### src/rtl/sysid_verify_ctrl_if.sv
// Avalon-MM read-only link between the verification controller and the system-ID slave.
interface sysid_verify_ctrl_if;
  logic        avm_address;
  logic        avm_read;
  logic        avm_waitrequest;
  logic [31:0] avm_readdata;

  modport master (
    output avm_address, avm_read,
    input  avm_waitrequest, avm_readdata
  );

  modport slave (
    input  avm_address, avm_read,
    output avm_waitrequest, avm_readdata
  );
endinterface

### src/rtl/sysid_verify_ctrl.sv
// Reads system ID and build timestamp over Avalon-MM, compares against build-time
// constants with retry/timeout, and latches a pass/fail verdict for boot gating.
module sysid_verify_ctrl #(
  parameter logic [31:0] EXPECTED_ID    = 32'h0000_0000,
  parameter logic [31:0] EXPECTED_TS    = 32'h5313_8BC2,
  parameter int unsigned TIMEOUT_CYCLES = 255,
  parameter int unsigned MAX_RETRIES    = 3,
  parameter bit          AUTO_START     = 1'b1
) (
  input  logic                       clock,
  input  logic                       reset,
  input  logic                       start,
  output logic                       busy,
  output logic                       done,
  output logic                       pass,
  output logic                       fail,
  output logic [1:0]                 err_code,
  output logic [3:0]                 retry_count,
  output logic [31:0]                id_value,
  output logic [31:0]                ts_value,
  sysid_verify_ctrl_if.master        avm
);

  localparam logic [15:0] TMO_LAST  = 16'(TIMEOUT_CYCLES - 1);
  localparam logic [3:0]  RETRY_MAX = 4'(MAX_RETRIES);

  typedef enum logic [2:0] {
    S_IDLE, S_RD_ID, S_RD_TS, S_CHECK, S_RETRY, S_DONE
  } state_t;

  state_t      state_q, state_d;
  logic        auto_q, auto_d;
  logic        gap_q, gap_d;
  logic [15:0] tmo_q, tmo_d;
  logic [1:0]  pend_q, pend_d;
  logic        busy_q, busy_d;
  logic        done_q, done_d;
  logic        pass_q, pass_d;
  logic        fail_q, fail_d;
  logic [1:0]  err_q, err_d;
  logic [3:0]  retry_q, retry_d;
  logic [31:0] id_q, id_d;
  logic [31:0] ts_q, ts_d;

  // The cycle after the ID capture stays in RD_TS with the strobe low (gap_q).
  always_comb begin
    avm.avm_read    = (state_q == S_RD_ID) || ((state_q == S_RD_TS) && !gap_q);
    avm.avm_address = (state_q == S_RD_TS);
  end

  always_comb begin
    state_d = state_q;
    auto_d  = 1'b0;
    gap_d   = gap_q;
    tmo_d   = tmo_q;
    pend_d  = pend_q;
    busy_d  = busy_q;
    done_d  = 1'b0;
    pass_d  = pass_q;
    fail_d  = fail_q;
    err_d   = err_q;
    retry_d = retry_q;
    id_d    = id_q;
    ts_d    = ts_q;
    case (state_q)
      S_IDLE: begin
        if (start || auto_q) begin
          state_d = S_RD_ID;
          busy_d  = 1'b1;
          pass_d  = 1'b0;
          fail_d  = 1'b0;
          err_d   = 2'b00;
          retry_d = '0;
          tmo_d   = '0;
        end
      end
      S_RD_ID: begin
        if (!avm.avm_waitrequest) begin
          id_d    = avm.avm_readdata;
          state_d = S_RD_TS;
          gap_d   = 1'b1;
          tmo_d   = '0;
        end else if (tmo_q == TMO_LAST) begin
          pend_d  = 2'b11;
          state_d = S_RETRY;
        end else begin
          tmo_d = tmo_q + 16'd1;
        end
      end
      S_RD_TS: begin
        if (gap_q) begin
          gap_d = 1'b0;
        end else if (!avm.avm_waitrequest) begin
          ts_d    = avm.avm_readdata;
          state_d = S_CHECK;
        end else if (tmo_q == TMO_LAST) begin
          pend_d  = 2'b11;
          state_d = S_RETRY;
        end else begin
          tmo_d = tmo_q + 16'd1;
        end
      end
      S_CHECK: begin
        if (id_q != EXPECTED_ID) begin
          pend_d  = 2'b01;
          state_d = S_RETRY;
        end else if (ts_q != EXPECTED_TS) begin
          pend_d  = 2'b10;
          state_d = S_RETRY;
        end else begin
          pend_d  = 2'b00;
          state_d = S_DONE;
        end
      end
      S_RETRY: begin
        if (retry_q < RETRY_MAX) begin
          retry_d = retry_q + 4'd1;
          tmo_d   = '0;
          state_d = S_RD_ID;
        end else begin
          err_d   = pend_q;
          state_d = S_DONE;
        end
      end
      S_DONE: begin
        // pend_q is zero only when the last CHECK matched both words.
        done_d  = 1'b1;
        busy_d  = 1'b0;
        pass_d  = (pend_q == 2'b00);
        fail_d  = (pend_q != 2'b00);
        state_d = S_IDLE;
      end
      default: state_d = S_IDLE;
    endcase
  end

  always_ff @(posedge clock) begin
    if (reset) begin
      state_q <= S_IDLE;
      auto_q  <= AUTO_START;
      gap_q   <= 1'b0;
      tmo_q   <= '0;
      pend_q  <= '0;
      busy_q  <= 1'b0;
      done_q  <= 1'b0;
      pass_q  <= 1'b0;
      fail_q  <= 1'b0;
      err_q   <= '0;
      retry_q <= '0;
      id_q    <= '0;
      ts_q    <= '0;
    end else begin
      state_q <= state_d;
      auto_q  <= auto_d;
      gap_q   <= gap_d;
      tmo_q   <= tmo_d;
      pend_q  <= pend_d;
      busy_q  <= busy_d;
      done_q  <= done_d;
      pass_q  <= pass_d;
      fail_q  <= fail_d;
      err_q   <= err_d;
      retry_q <= retry_d;
      id_q    <= id_d;
      ts_q    <= ts_d;
    end
  end

  assign busy        = busy_q;
  assign done        = done_q;
  assign pass        = pass_q;
  assign fail        = fail_q;
  assign err_code    = err_q;
  assign retry_count = retry_q;
  assign id_value    = id_q;
  assign ts_value    = ts_q;

endmodule

### src/flat_wrapper.sv
// flat-port wrapper written by rule: the top's interface ports become plain ports
module sysid_verify_ctrl_flat 
#(
  parameter logic [31:0] EXPECTED_ID    = 32'h0000_0000,
  parameter logic [31:0] EXPECTED_TS    = 32'h5313_8BC2,
  parameter int unsigned TIMEOUT_CYCLES = 255,
  parameter int unsigned MAX_RETRIES    = 3,
  parameter bit          AUTO_START     = 1'b1
)
  (clock, reset, start, busy, done, pass, fail, err_code, retry_count, id_value, ts_value, avm_avm_address, avm_avm_read, avm_avm_waitrequest, avm_avm_readdata);
  sysid_verify_ctrl_if avm_i ();
  input  logic clock;
  input  logic reset;
  input  logic start;
  output logic busy;
  output logic done;
  output logic pass;
  output logic fail;
  output logic [1:0] err_code;
  output logic [3:0] retry_count;
  output logic [31:0] id_value;
  output logic [31:0] ts_value;
  output wire logic [$bits(avm_i.avm_address)-1:0] avm_avm_address;
  output wire logic [$bits(avm_i.avm_read)-1:0] avm_avm_read;
  input wire logic [$bits(avm_i.avm_waitrequest)-1:0] avm_avm_waitrequest;
  input wire logic [$bits(avm_i.avm_readdata)-1:0] avm_avm_readdata;
  assign avm_avm_address = avm_i.avm_address;
  assign avm_avm_read = avm_i.avm_read;
  assign avm_i.avm_waitrequest = avm_avm_waitrequest;
  assign avm_i.avm_readdata = avm_avm_readdata;
  sysid_verify_ctrl #(.EXPECTED_ID(EXPECTED_ID), .EXPECTED_TS(EXPECTED_TS), .TIMEOUT_CYCLES(TIMEOUT_CYCLES), .MAX_RETRIES(MAX_RETRIES), .AUTO_START(AUTO_START)) u_core (.clock(clock), .reset(reset), .start(start), .busy(busy), .done(done), .pass(pass), .fail(fail), .err_code(err_code), .retry_count(retry_count), .id_value(id_value), .ts_value(ts_value), .avm(avm_i));
endmodule
### config.mk
export PLATFORM = sky130hd
export DESIGN_NAME = sysid_verify_ctrl_flat
export DESIGN_NICKNAME = d
export VERILOG_FILES = /design/src/rtl/sysid_verify_ctrl_if.sv /design/src/rtl/sysid_verify_ctrl.sv /design/src/flat_wrapper.sv
export SDC_FILE = /design/constraint.sdc
export NUM_CORES = 1
export LEC_CHECK = 0
export ABC_AREA = 1
export CAP_MARGIN = 20
export CORE_MARGIN = 2
export CORE_UTILIZATION = 30
export CTS_CLUSTER_DIAMETER = 80
export DETAILED_ROUTE_END_ITERATION = 7
export GPL_ROUTABILITY_DRIVEN = 1
export HOLD_SLACK_MARGIN = 0.12
export SKIP_CTS_REPAIR_TIMING = 1
export SLEW_MARGIN = 30
export SYNTH_ARGS = -nofsm -noshare
export SYNTH_HDL_FRONTEND = slang
export SYNTH_SLANG_ARGS = --single-unit
### constraint.sdc
create_clock -name clock -period 1.3 [get_ports clock]
set_input_delay 0.325 -clock clock [delete_from_list [all_inputs] [get_ports clock]]
set_output_delay 0.325 -clock clock [all_outputs]
set_load 0.01 [all_outputs]
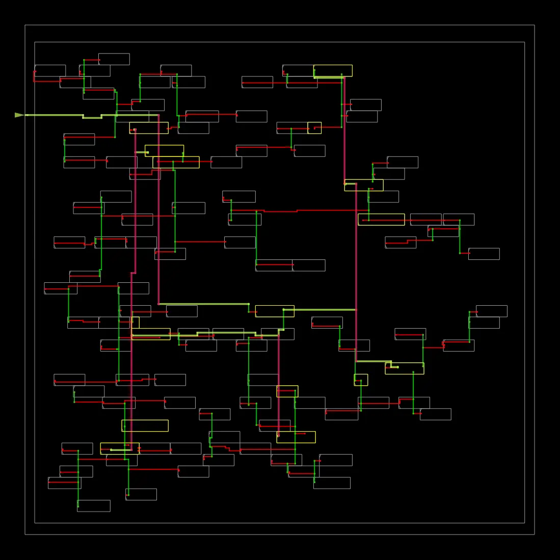
**Above:** clock routing.
final setup skew: 9.888 ps
Clk power: 3.15 mW
flop count: 97

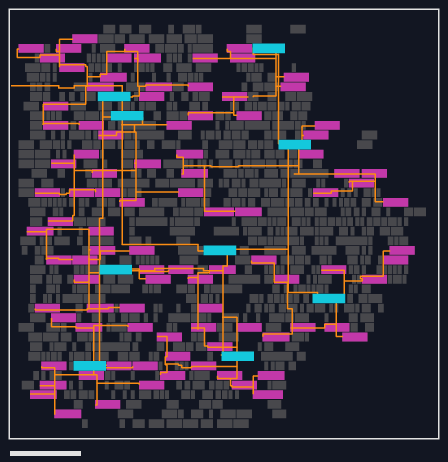
**Above:** clock distribution.
The bar under the picture is 20 um long.
orange -> clock wires  # length 1,310 um
magenta -> flip-flops  # count 97
cyan -> clock-net drivers  # count 9
routed clock nets = 10

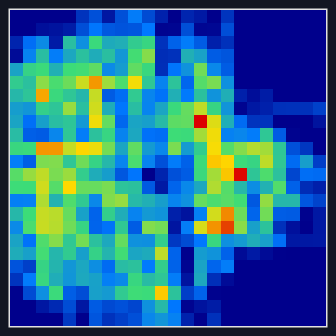
**Above:** signal metal coverage by tile.
The die is cut into 24 by 24 equal tiles; dark blue is low, red is high, scaled to the fullest tile. Values are wire area over tile area, all layers added.
densest ninth of the die = west
mean over tiles = 0.16
tiles over half the peak = 18%
nearly empty tiles = 22%
final routed wire length divided by cell count: 14.43 um
detailed-route wire length: 13,960 um
routed via count: 4,595
Global Route Usage Sum: 17.40%

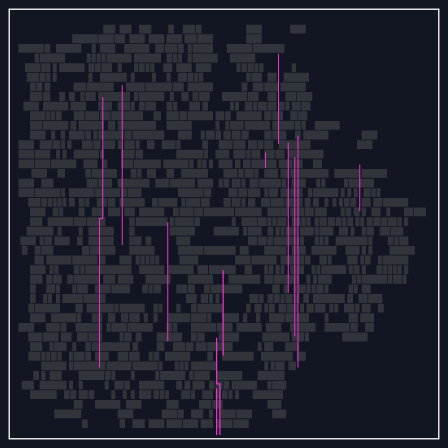
**Above:** signal wires on met4.
Cells faint in the background.
share of all routed wire = 3.0%
wire length on this layer = 420 um
nets with wire on the layer = 9

[synthesized netlist by cell type, drive strengths merged]
library cell	number
nor2	138
dfxtp	97
nand2	89
o21ai	61
inv	58
a21oi	48
nand3	35
clkbuf	18
nand4	12
nor3	10
buf	7
a211oi	3
ha	3
nor3b	2
a31oi	1
and2	1
and3	1
nand3b	1
nor4	1
xor2	1
[cells by family after synthesis]
| family | count (synthesis) | synth area share (%) |
|---|---|---|
| AOI/OAI and AO/OA | 113 | 14.07 |
| xor gates and xnor gates | 1 | 0.2133 |
| adders and majority gates | 3 | 0.9139 |
| buffers and inverters | 83 | 7.980 |
| DFF | 97 | 47.27 |
| and+or+nand+nor | 290 | 29.55 |
==> results.tsv <==
metric	value	unit
dieWidth	121.0	um
timing.final.setup_violations	93	
first_pass_grt_wire_length	20160	um
top_area_cell_class	combinational gates	
fp_util	30.90	%
ant_nets	0	
finalWeightedCongestion	0.8670	
finalWorstSetupSlack	-391.0	ps
warnings	29	
clkLatencyLatePin	360	ps
sh_seq_area	26.57	%
use_met2	27.11	%
p_clk_share	35.6	%
critical_path.reg2reg.startpoint	u_core.state_q[2]	
cts_buffers	9	
report.final.slew_viol_count	0	
worst_slew_pin_slew	349.5	ps
cts_tree	done	
cts.sink_count	97	
critPathLaunchType	flop	
final_cell_area	7416	um^2
nets	825	
dp_hpwl	9379	um
critical_path.max_fanout	8	
critical_path_buf_inv_count	5	
clk_path_buf_depth	2	
p_seq_share	37.8	%
comb_pwr	2.36	mW
run_status	finished with violations	
cts.clk_slew.worst_paths	70	ps
top_cells_by_area	dfxtp_1 (47%), nor2_1 (12%), nand2_1 (7.9%)	
powerSeq	3.34	mW
port_buffers	111	
yosys_area	4108	um^2
final-nonclk-buf-share	29.75	%
worst_ep_required_time	1550	ps
critical-path-top-delay-family	buffers and inverters	
startpoint_to_endpoint_class_of_the_critical_path	flop to flop	
failed_checks	negative setup slack	
m1WireLength	6051	um
root_buffer_selected_by_cts	clkbuf_16	
cp_data_arrival_time	1940	ps
hold-path-cell-count	2	
endpoint_kind	flop	
die-height	121.0	um
postLayoutCoreUtil	55.78	%
crit_path_max_incr_delay	360	ps
worst_slack_placed	-794.6	ps
synthesis.area_per_instance	6.998	um^2
final_common_cell	nor2_1	
No activity file was given, so power comes from the tool's default toggle rates.
